Fig. 1: power grid
Scale bar: 100 µm. Pins as bars on the die edge.
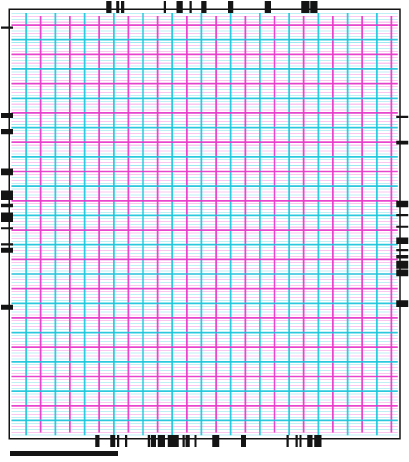
Fig. 2: placement by cell class
Scale bar: 100 µm.
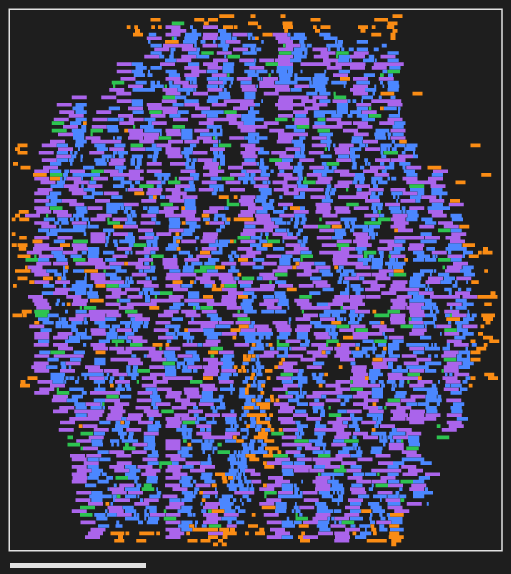
Fig. 3: routed clock nets over the placement
Scale bar: 100 µm.
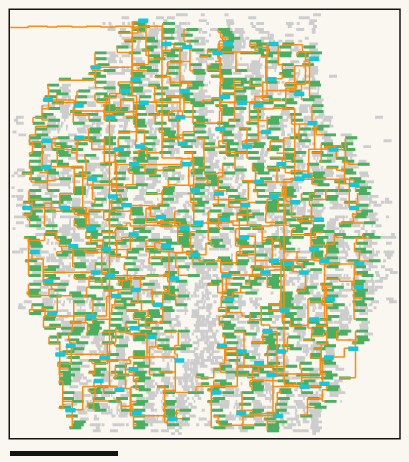
Fig. 4: routed metal, one colour a layer
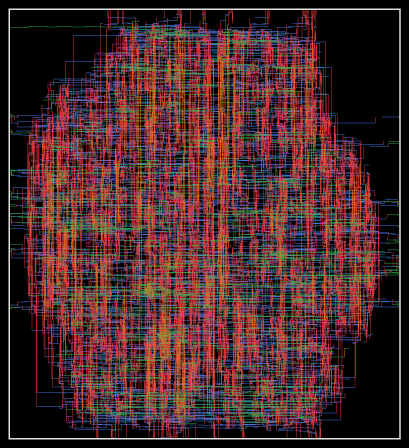
Fig. 5: congestion heat map
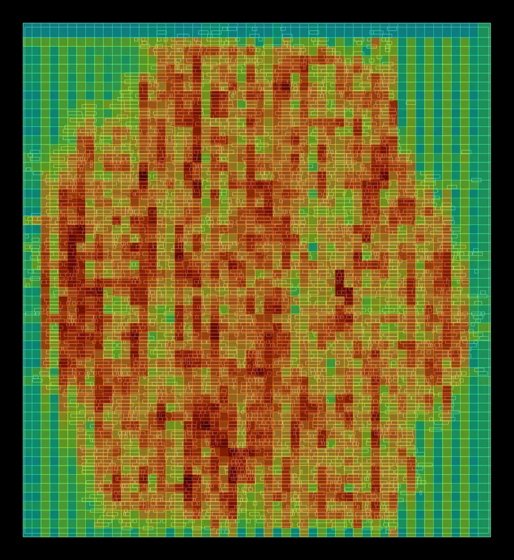
==> config.mk <==
export PLATFORM = sky130hd
export DESIGN_NAME = regfile_param
export DESIGN_NICKNAME = d
export VERILOG_FILES = /design/src/rtl/regfile_pkg.sv /design/src/rtl/regfile_clear_seq.sv /design/src/rtl/regfile_param.sv
export SDC_FILE = /design/constraint.sdc
export NUM_CORES = 2
export LEC_CHECK = 0
export CAP_MARGIN = 20
export CORE_ASPECT_RATIO = 1.1
export CORE_UTILIZATION = 40
export CTS_CLUSTER_SIZE = 28
export DETAILED_ROUTE_END_ITERATION = 8
export PLACE_DENSITY = 0.58
export SYNTH_ARGS = -nofsm -noshare
export SYNTH_HDL_FRONTEND = slang
export SYNTH_SLANG_ARGS = --single-unit
export TNS_END_PERCENT = 50
==> constraint.sdc <==
create_clock -name clk -period 4.9 [get_ports clk]
set_input_delay 0.49 -clock clk [delete_from_list [all_inputs] [get_ports clk]]
set_output_delay 0.49 -clock clk [all_outputs]
set_load 0.1 [all_outputs]
==> impl_summary.log <==
[metrics] run summary
INFO  metric status = complete, no violations
INFO  metric flop_cell = sky130_fd_sc_hd__edfxtp_1
INFO  metric placed_area = 61800 µm²
INFO  metric num-clock-buffers = 127
INFO  metric p_total = 0.0201 W
INFO  metric yosys_register_bits = 1030
INFO  metric met2RoutedLength = 99200 µm
INFO  metric max_slew_margin = 0.273
INFO  metric fp_util = 0.405
INFO  metric cts-hold-fix-buffers = 0
INFO  metric comb-cell-share = 0.376
INFO  metric mi_logic_area = 24600 µm²
INFO  metric pin_count = 153
INFO  metric cts_max_path_buffers = 3
INFO  metric syn_area = 56900 µm²
INFO  metric ys_cells = 3228
INFO  metric met1_length = 73000 µm
INFO  metric n_antenna_cell = 2
INFO  metric routed.top_layer = met4
INFO  metric first_global_vias = 38100
INFO  metric rows = 144
INFO  metric layout_top_cell = sky130_fd_sc_hd__edfxtp_1
INFO  metric grt_util_met3 = 0.0586
INFO  metric worstMarginPinSlew = 1090 ps
INFO  metric synth.distinct_cells = 46
INFO  metric min_path_type = in -> reg
INFO  metric power.switching = 0.00506 W
INFO  metric top_area_frac = 0.541
INFO  metric setup_repair_after_global_routing_missed_its_margin = false
INFO  metric final_hold_viol_count = 0
INFO  metric holdPathStages = 2
INFO  metric nets = 3406
INFO  metric cell_chain_critical_path = buf_6 -> buf_4 -> mux4_2 -> o211ai_1 -> a31oi_1 -> a221o_1 -> buf_12
INFO  metric stage_log_warnings = 28
INFO  metric grt_max_degree = 74
INFO  metric combinationalPowerShare = 0.114
INFO  metric detail_route.vias_per_cell = 7.09
INFO  metric globalRouteOverflowTotal = 0
INFO  metric dp.cells = 5050
INFO  metric worst_setup_hold_path_clk_slew = 60 ps
INFO  metric area_delta_synth_final = 15.2%
INFO  metric crit_family = AND-OR/OR-AND gates
INFO  metric signal_buffer_area_fraction = 0.0637
INFO  metric hpwlAfterDp = 123000 µm
INFO  metric globalRouteMet2Util = 0.462
INFO  metric pg_seq = 0.00965 W
INFO  metric cts_buffers = 110
INFO  metric htree_num_levels = 3
INFO  metric wl_per_cell = 39.0 µm
INFO  metric clkCellAreaFrac = 0.0521
INFO  metric r2r.worst_path.cells = 6
INFO  metric synth.avg_cell_area = 17.6 µm²
INFO  metric number_of_drc_violations_after_detailed_routing = 0
INFO  metric layout.non_clock_buffers = 314
INFO  metric postSynth.asyncResetShare = 0
INFO  metric post-route-worst-setup-slack = 824 ps
INFO  metric cp_num_cells = 7
INFO  metric met3_length = 20700 µm
INFO  metric design.die.area = 144000 µm²
INFO  metric cts_root_buffer = sky130_fd_sc_hd__clkbuf_16
INFO  metric cellLeakagePower = 20.3 nW
INFO  metric setup-violations-final = 0
INFO  metric tritoncts = built
## Picture notes: Fig. 1
- magenta: VDD
- cyan: VSS
- met5 straps: 28
- rows: 144
worst vdd rail ir drop: 0.296 mV
core area: 141000 µm²
vertical extent of the die: 398 µm

## Picture notes: Fig. 2
- blue: remaining logic cells (cells 1892; share of their area 39%)
- orange: remaining buffers and delay cells (cells 314; share of their area 6.6%)
- purple: registers (cells 1030; share of their area 49%)
- green: clock drivers and dummy loads (cells 203; share of their area 5.4%)
sequential share of cell area: 0.471
finished layout cell area: 65500 µm²
final core occ: 0.466

## Picture notes: Fig. 3
- green: flip-flops (count 1030)
- orange: clock wires (length 13700 µm)
- cyan: clock-net drivers (count 110)
- routed clock nets: 111
worst setup skew after layout: 31.5 ps
clk_lat worst skew: 750 ps
Clk network pwr share: 0.405
clock distribution power: 0.00813 W

## Picture notes: Fig. 4
- blue: M1 (wire length 73.0 mm)
- orange: M4 (wire length 12600 µm)
- red: M2 (wire length 99.2 mm)
- green: M3 (wire length 20.7 mm)
overall routed net length: 205000 µm
via count: 37300

## Picture notes: Fig. 5
met1 GRT Util: 0.358
most utilized layer in the global route result: met2

No activity file was given, so power comes from the tool's default toggle rates.
